Figure 1. Layout detail (run 1).
Bar = 10 um. Region (58, 58) to (88, 88) um. Cells in gray, sequential cells in the stronger gray; small squares are vias.
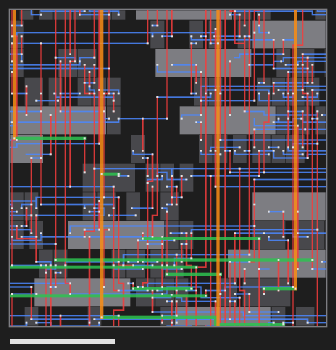
Figure 2. Metal layers overlaid (run 1).
Only two layers are drawn.
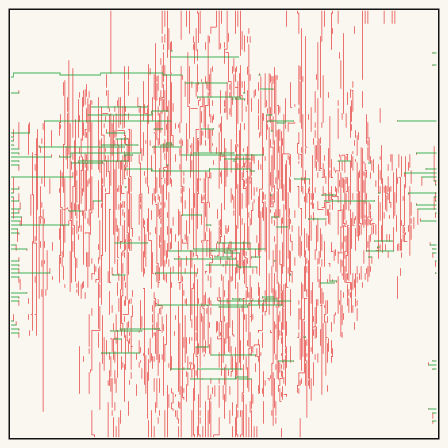
Figure 3. Met4 routing (run 1).
Supply wires on this layer in gray.
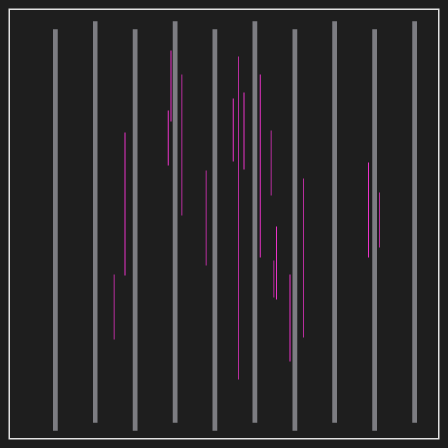
Figure 4. Clock nets (run 1).
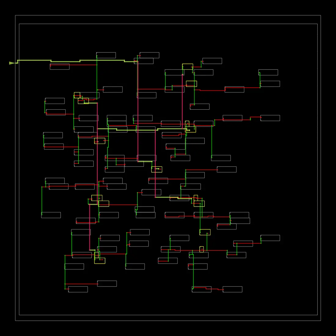
[src/rtl/wb_port_scheduler.sv]
// wb_port_scheduler: merges the two writeback lanes of the dual-issue pipe
// into an in-order queue that drains one register-file write per cycle.
// Lane 0 is older than lane 1 and is always enqueued first.
// Optional feature: define WB_PORT_FWD_EN to build the forwarding lookup.
// Without it, fwd_hit and fwd_data are tied to 0 and no comparators exist.
// Assumes AW <= 8, because the destination field is instr[8 +: AW].

// Per-lane entry formatter: extracts the destination register and selects
// the writeback data source.
module wb_lane_fmt #(
    parameter int DW = 16,
    parameter int AW = 3
) (
    input  logic          isld,
    input  logic [15:0]   instr,
    input  logic [DW-1:0] ldresult,
    input  logic [DW-1:0] aluresult,
    output logic [AW-1:0] rd,
    output logic [DW-1:0] data
);
    logic unused_instr;

    assign rd   = instr[8 +: AW];
    assign data = isld ? ldresult : aluresult;
    assign unused_instr = ^{instr[15:8+AW], instr[7:0]};
endmodule

module wb_port_scheduler #(
    parameter int DEPTH = 4,
    parameter int DW    = 16,
    parameter int AW    = 3,
    localparam int PW   = $clog2(DEPTH),
    localparam int CW   = PW + 1,
    localparam int NREG = 1 << AW
) (
    input  logic            clk,
    input  logic            rst_n,
    input  logic            iswb0,
    input  logic            isld0,
    input  logic [15:0]     instr0,
    input  logic [DW-1:0]   ldresult0,
    input  logic [DW-1:0]   aluresult0,
    input  logic            iswb1,
    input  logic            isld1,
    input  logic [15:0]     instr1,
    input  logic [DW-1:0]   ldresult1,
    input  logic [DW-1:0]   aluresult1,
    output logic            in_ready,
    output logic            rf_we,
    output logic [AW-1:0]   rf_waddr,
    output logic [DW-1:0]   rf_wdata,
    output logic [NREG-1:0] pending_mask,
    output logic [CW-1:0]   count,
    input  logic [AW-1:0]   fwd_raddr,
    output logic            fwd_hit,
    output logic [DW-1:0]   fwd_data
);
    localparam int NUM_LANES = 2;

    logic [NUM_LANES-1:0]           lane_wb;
    logic [NUM_LANES-1:0]           lane_isld;
    logic [NUM_LANES-1:0][15:0]     lane_instr;
    logic [NUM_LANES-1:0][DW-1:0]   lane_ld;
    logic [NUM_LANES-1:0][DW-1:0]   lane_alu;
    logic [NUM_LANES-1:0][AW-1:0]   lane_rd;
    logic [NUM_LANES-1:0][DW-1:0]   lane_data;
    logic [NUM_LANES-1:0]           push;

    logic [DEPTH-1:0][AW-1:0] rd_q;
    logic [DEPTH-1:0][DW-1:0] data_q;
    logic [PW-1:0]            head;
    logic [PW-1:0]            tail;
    logic                     pop;

    assign lane_wb    = {iswb1, iswb0};
    assign lane_isld  = {isld1, isld0};
    assign lane_instr = {instr1, instr0};
    assign lane_ld    = {ldresult1, ldresult0};
    assign lane_alu   = {aluresult1, aluresult0};

    for (genvar g = 0; g < NUM_LANES; g++) begin : g_lane
        wb_lane_fmt #(.DW(DW), .AW(AW)) u_fmt (
            .isld      (lane_isld[g]),
            .instr     (lane_instr[g]),
            .ldresult  (lane_ld[g]),
            .aluresult (lane_alu[g]),
            .rd        (lane_rd[g]),
            .data      (lane_data[g])
        );
    end

    // Conservative: room for two is required even if only one lane pushes,
    // and the same-cycle pop is not credited.
    assign in_ready = (CW'(DEPTH) - count) >= CW'(2);
    assign push     = lane_wb & {NUM_LANES{in_ready}};
    assign pop      = (count != '0);

    assign rf_we    = pop;
    assign rf_waddr = pop ? rd_q[head]   : '0;
    assign rf_wdata = pop ? data_q[head] : '0;

    // Queue storage and pointers; lane 1 lands behind lane 0 only if lane 0
    // actually pushed, so there are never bubbles.
    always_ff @(posedge clk or negedge rst_n) begin
        if (!rst_n) begin
            head   <= '0;
            tail   <= '0;
            count  <= '0;
            rd_q   <= '0;
            data_q <= '0;
        end else begin
            if (push[0]) begin
                rd_q[tail]   <= lane_rd[0];
                data_q[tail] <= lane_data[0];
            end
            if (push[1]) begin
                rd_q[tail + PW'(push[0])]   <= lane_rd[1];
                data_q[tail + PW'(push[0])] <= lane_data[1];
            end
            head  <= head + PW'(pop);
            tail  <= tail + PW'(push[0]) + PW'(push[1]);
            count <= count + CW'(push[0]) + CW'(push[1]) - CW'(pop);
        end
    end

    // Scoreboard of destinations still in flight, head entry included.
    always_comb begin
        logic [PW-1:0] idx;
        pending_mask = '0;
        for (int k = 0; k < DEPTH; k++) begin
            idx = head + PW'(k);
            if (CW'(k) < count)
                pending_mask = pending_mask | (NREG'(1) << rd_q[idx]);
        end
    end

`ifdef WB_PORT_FWD_EN
    // Walk oldest to youngest so the youngest match is the one that sticks.
    always_comb begin
        logic [PW-1:0] idx;
        fwd_hit  = 1'b0;
        fwd_data = '0;
        for (int k = 0; k < DEPTH; k++) begin
            idx = head + PW'(k);
            if ((CW'(k) < count) && (rd_q[idx] == fwd_raddr)) begin
                fwd_hit  = 1'b1;
                fwd_data = data_q[idx];
            end
        end
    end
`else
    logic unused_fwd;

    assign unused_fwd = ^fwd_raddr;
    assign fwd_hit    = 1'b0;
    assign fwd_data   = '0;
`endif

endmodule
[config.mk]
export PLATFORM = sky130hd
export DESIGN_NAME = wb_port_scheduler
export DESIGN_NICKNAME = d
export VERILOG_FILES = /design/src/rtl/wb_port_scheduler.sv
export SDC_FILE = /design/constraint.sdc
export NUM_CORES = 1
export LEC_CHECK = 0
export ABC_AREA = 1
export CAP_MARGIN = 25
export CORE_MARGIN = 1.5
export CORE_UTILIZATION = 35
export CTS_BUF_LIST = sky130_fd_sc_hd__clkbuf_4 sky130_fd_sc_hd__clkbuf_8
export DETAILED_ROUTE_END_ITERATION = 10
export PLACE_DENSITY = 0.65
export REMOVE_ABC_BUFFERS = 1
export SYNTH_ARGS = -nofsm -noshare
export SYNTH_HDL_FRONTEND = slang
export SYNTH_HIERARCHICAL = 1
export SYNTH_SLANG_ARGS = --single-unit
[constraint.sdc]
create_clock -name clk -period 3.1 [get_ports clk]
set_input_delay 0.775 -clock clk [delete_from_list [all_inputs] [get_ports clk]]
set_output_delay 0.775 -clock clk [all_outputs]
set_load 0.03 [all_outputs]
==> out/metrics.csv, run 1 <==
metric,value,unit
status,finished clean,
maxCapViolations,0,
synth_cells,1214,
drc,0,
nMultiInputCombCells,935,
holdCritPathClass,in -> async,
area_leaders,"dfrtp_1, nand2_1, nor2_1",
warnings,58,
final-clk-cell-share,2.124,%
cts_setup_buffers,0,
rr_worst_depth,10,
p_seq_share,18.7,%
powerDensity,1289,nW/um^2
p_leak,4.387,nW
adder_share,2.147,%
cts_root_buf,clkbuf_8,
p_comb,8.07,mW
synth_area,7109,sq um
comb_area_share,48.22,%
synth-simple-area-share,39.53,%
grtUsageTotal,20.44,%
ff_type,dfrtp_1,
met3_length,1108,um
yosys_cells,1214,
ant_nets,0,
timing.rr.start,count[1],
chipArea,21180,sq um
regToRegSetupSlack,430,ps
numSynthFlops,83,
cp-end-kind,output pin,
edf_count,0,
layout-drive-gt1-share,7.413,%
worst_path_dominant_cell_family,simple AND/OR/NAND/NOR gates,
cts_resized,14,
ctsHoldBuffers,0,
yosysUniqueCellTypes,30,
wl_met2,10140,um
multiInputGateArea,4063,sq um
cts_buffers,9,
tightest_slew,625.3,ps
dieWidth,145.5,um
## Picture notes: Figure 1
met4: in orange. met1: in blue. met3: in green. met2: in red.
Sequential cells in the window: 9. Netlist names of flops here include `data_q` (4), `rd_q` (3), `head` (2). Most frequent: nand2_1 (20), nor2_1 (18), o21ai_0 (11). 73 logic cells have their middle in the window.

## Picture notes: Figure 2
met2: in red, wire length 10,100 um. met3: in green, wire length 1,110 um.

## Picture notes: Figure 3
The wires run mostly vertical. The longest straight run is 110 um. 12 nets have wire on it. The layer holds 2.8% of the routed length. The layer carries 602 um of wire.

## Picture notes: Figure 4
Setup Skew: 10.64 ps
Flops: 83
# clk buffers: 11
Clk Latency, worst-skew pair: 380 ps
clk sinks: 83

run 1: per-stage QoR:
stage / worst slack, ps / power (mW) / TNS, ps / cells
finish: 141.7 / 10.86 / 0 / 1560
global route: -3.708 / 11.96 / -3.708 / 1560
CTS: 70.63 / 10.81 / 0 / 1556
detailed placement: 229.7 / 10.12 / 0 / 1540
global placement: 230.1 / 9.950 / 0 / 1540
floorplan: -1468 / 7.452 / -92780 / 1142
run 1: flip-flops by register name (all words and copies together) (netlist names):
signal	cells
count	3
data_q	64
head	2
rd_q	12
tail	2
run 1: metal layers:
metal | vias up | GRT usage [%]
li1 | 3842 | -
met4 | 0 | 7.551
met2 | 221 | 35.36
met5 | - | 0
met1 | 3290 | 26.14
met3 | 39 | 2.382
==> inputs of run 2 (changes only) <==
CTS_CLUSTER_DIAMETER = 80   (was unset)
Figure 5. Metal layers overlaid (run 2).
Only two layers are drawn.
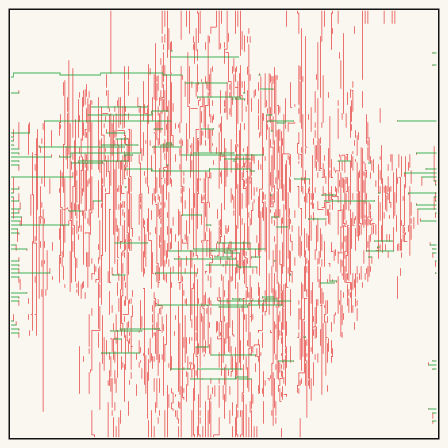
met3: in green, wire length 1,110 um. met2: in red, wire length 10,100 um.
Avg WL per Cell: 13.94 um
Detailed Route WL: 21,750 um
DR vias: 7,392
Tot GR Track Use: 20.44%

==> run 2 against run 1 <==
Total power is the same. Sequential power is essentially flat. Critical path depth unchanged. Highest routed layer unchanged. Sequential share of layout area is the same. Largest power group unchanged. Maximum frequency stayed put. Setup slack is the same.
==> out/metrics.csv, run 2 <==
metric,value,unit,change
top_regs,"data_q x64, rd_q x12, count x3",,
die_h,145.5,um,
yosysUniqueCellTypes,30,,unchanged
multiInputGateArea,4063,sq um,unchanged
cts_setup_buffers,0,,unchanged
wl_met2,10140,um,unchanged
area_leaders,"dfrtp_1, nand2_1, nor2_1",,
cts_resized,14,,unchanged
min_period,2958,ps,
ant_nets,0,,unchanged
synthTopCellsByCount,"nand2_1, nor2_1, o21ai_0, inv_1, dfrtp_1",,
pre_cts_ws,229.7,ps,unchanged
cts_buffers,9,,unchanged
maxCapViolations,0,,unchanged
status,finished clean,,
n_clock_buffer,11,,unchanged
aoi_share,13.52,%,
tightest_slew,625.3,ps,unchanged
fin_nets,1406,,
setup_tns,0,ps,unchanged
max_freq,338.0,MHz,
synth_cells,1214,,unchanged
fin_total_pwr,10.86,mW,unchanged
final-clk-cell-share,2.124,%,unchanged
drc,0,,unchanged
flops,83,,unchanged
cts_sinks,83,,unchanged
cts_root_buf,clkbuf_8,,
dieWidth,145.5,um,unchanged
warnings,58,,unchanged
synth-simple-area-share,39.53,%,unchanged
hold_ws,409.2,ps,
ff_type,dfrtp_1,,
finClkSkew,10.64,ps,unchanged
comb_area_share,48.22,%,unchanged
setup.worst_path.class,reg -> out,,
holdCritPathClass,in -> async,,
cp-end-kind,output pin,,
worst_path_dominant_cell_family,simple AND/OR/NAND/NOR gates,,
nMultiInputCombCells,935,,unchanged
largest_register,data_q,,
rr_worst_depth,10,,unchanged
clkLatencyLatePin,380,ps,about the same
chipArea,21180,sq um,unchanged
numSynthFlops,83,,unchanged
dp.cells,1540,,unchanged
final.setup.worst_slack,141.7,ps,unchanged
synth_area,7109,sq um,unchanged
io_buffers,107,,
met3_length,1108,um,unchanged
largest_reg_flops,64,,unchanged
layout-drive-gt1-share,7.413,%,unchanged
ctsHoldBuffers,0,,unchanged
ios,154,,
powerDensity,1289,nW/um^2,unchanged
area_share_nonclk_buffers,15.34,%,
edf_count,0,,unchanged
Figure 6. Met4 routing (run 2).
Supply wires on this layer in gray.
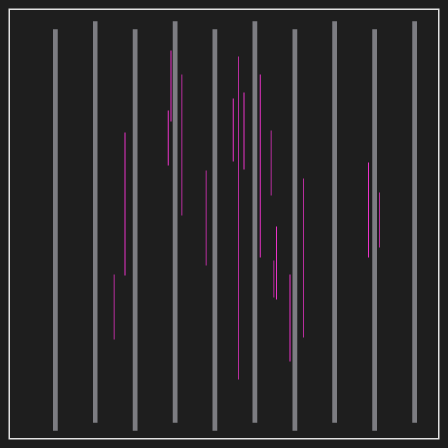
The layer holds 2.8% of the routed length. The longest straight run is 110 um. 12 nets have wire on it. The layer carries 602 um of wire. The wires run mostly vertical.

==> run 2: worst paths after layout <==
check                              start              end  slack [ps]
worst max register to register  count[1]         count[2]         430
max in group asynchronous          rst_n          head[0]        2040
worst min-delay path               rst_n       data_q[34]         410
worst max-delay path             head[1]  pending_mask[3]         140
worst min register to register  count[0]         count[0]         600
min in group clk                count[0]         count[0]         600
==> run 2: routing by layer <==
layer	global-route usage (%)	vias to the layer above
li1	-	3842
met1	26.14	3290
met5	0	-
met3	2.382	39
met2	35.36	221
met4	7.551	0
==> run 2: power by group <==
group / switching [mW] / internal [mW] / leakage, nW / total [mW]
combinational: 5.36 / 2.71 / 3.29 / 8.07
clock: 0.432 / 0.330 / 0.0949 / 0.762
sequential: 0.341 / 1.70 / 1.01 / 2.04
total: 6.13 / 4.73 / 4.39 / 10.9
==> inputs of run 3 (changes only) <==
HOLD_SLACK_MARGIN = 0.15   (was unset)
clock period = 3 ns   (was 3.1 ns; I/O delays follow)
==> run 3 against run 2 <==
Register-to-register slack lost 160 ps. Die area did not move. Critical endpoint is now in_ready. Final area hardly changed. Synthesized area stayed put. Highest routed layer unchanged. Worst hold slack worse by 33 ps.
==> out/metrics.csv, run 3 <==
metric,value,unit,change
via_count,7393,,+0.014%
p_seq_share,18.6,%,about the same
yosysUniqueCellTypes,30,,unchanged
cts_root_buf,clkbuf_8,,
clkLatencyLatePin,370,ps,about the same
ant_nets,0,,unchanged
edf_count,0,,unchanged
p_comb_share,73.8,%,-0.4 points
pre_cts_ws,157.3,ps,-72.45 ps
synth_cells,1214,,unchanged
p_clk_share,7.6,%,+0.6 points
area_share_nonclk_buffers,15.11,%,-0.23 points
min_period,2887,ps,
synth-simple-area-share,39.53,%,unchanged
ctsHoldBuffers,0,,unchanged
rr_worst_depth,10,,unchanged
aoi_share,13.52,%,unchanged
wire_per_inst,13.89,um,-0.36%
switchingPower,6.301,mW,+2.8%
holdCritPathClass,in -> async,,
largest_reg_flops,64,,unchanged
dp.cells,1539,,-0.065%
ios,154,,unchanged
max_freq,346.3,MHz,
top_regs,"data_q x64, rd_q x12, count x3",,
final-clk-cell-share,2.392,%,+0.27 points
final.setup.worst_slack,112.7,ps,-29.04 ps
synthTopCellsByCount,"nand2_1, nor2_1, o21ai_0, inv_1, dfrtp_1",,
cp-end-kind,output pin,,
cts_setup_buffers,0,,unchanged
n_clock_buffer,13,,+2
cts_sinks,83,,unchanged
cts_resized,14,,unchanged
wl,21590,um,-0.74%
tightest_slew,561.9,ps,-63.37 ps
hold_ws,376.2,ps,-32.99 ps
multiInputGateArea,4059,sq um,about the same
fin_nets,1401,,-0.36%
numSynthFlops,83,,unchanged
ff_type,dfrtp_1,,
maxCapViolations,0,,unchanged
switching_share,55.83,%,-0.59 points
cts_buffers,9,,unchanged
drc,0,,unchanged
p_seq,2.10,mW,+3%
status,finished clean,,
fin_total_pwr,11.29,mW,+3.9%
powerClk,861,uW,+13%
[run 3: cell counts after synthesis]
Identical to the previous run, type by type.
[run 3: per-layer routing]
layer | global-route usage, % | routed length (um) | part of all wire, % | vias up
li1 | - | - | - | 3833
met1 | 27.15 | 9879 | 46 | 3316
met2 | 35.40 | 10230 | 47 | 221
met3 | 2.665 | 1146 | 5.3 | 23
met4 | 6.327 | 336 | 1.6 | 0
met5 | 0 | 0 | 0 | -
[run 3: worst paths after layout]
kind	startpoint	to	slack (ps)
max in group asynchronous	rst_n	rd_q[6]	1980
worst min register to register	count[0]	count[0]	610
worst max register to register	count[1]	count[2]	270
worst min-delay path	rst_n	data_q[6]	380
worst max-delay path	count[0]	in_ready	110
min in group clk	count[0]	count[0]	610
Figure 7. Metal 1 (run 3).
Supply wires on this layer in gray.
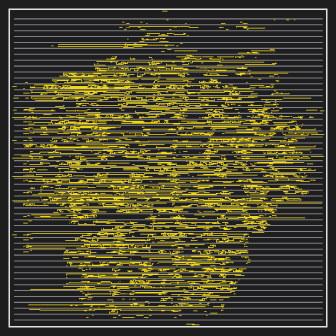
The layer carries 9,880 um of wire. 1,218 nets have wire on it. The layer holds 46% of the routed length. The longest straight run is 46.0 um.

Figure 8. Layout detail (run 3).
Bar = 10 um. Region (58, 58) to (88, 88) um. Cells in gray, sequential cells in the stronger gray; small squares are vias.
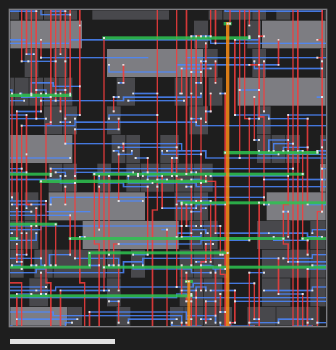
met1: in blue. met2: in red. met3: in green. met4: in orange.
Netlist names of flops here include `data_q` (6), `rd_q` (2). Most frequent: nand2_1 (20), nor2_1 (17), o21ai_0 (10). Sequential cells in the window: 9. 77 logic cells have their middle in the window.

No activity file was given, so power comes from the tool's default toggle rates.
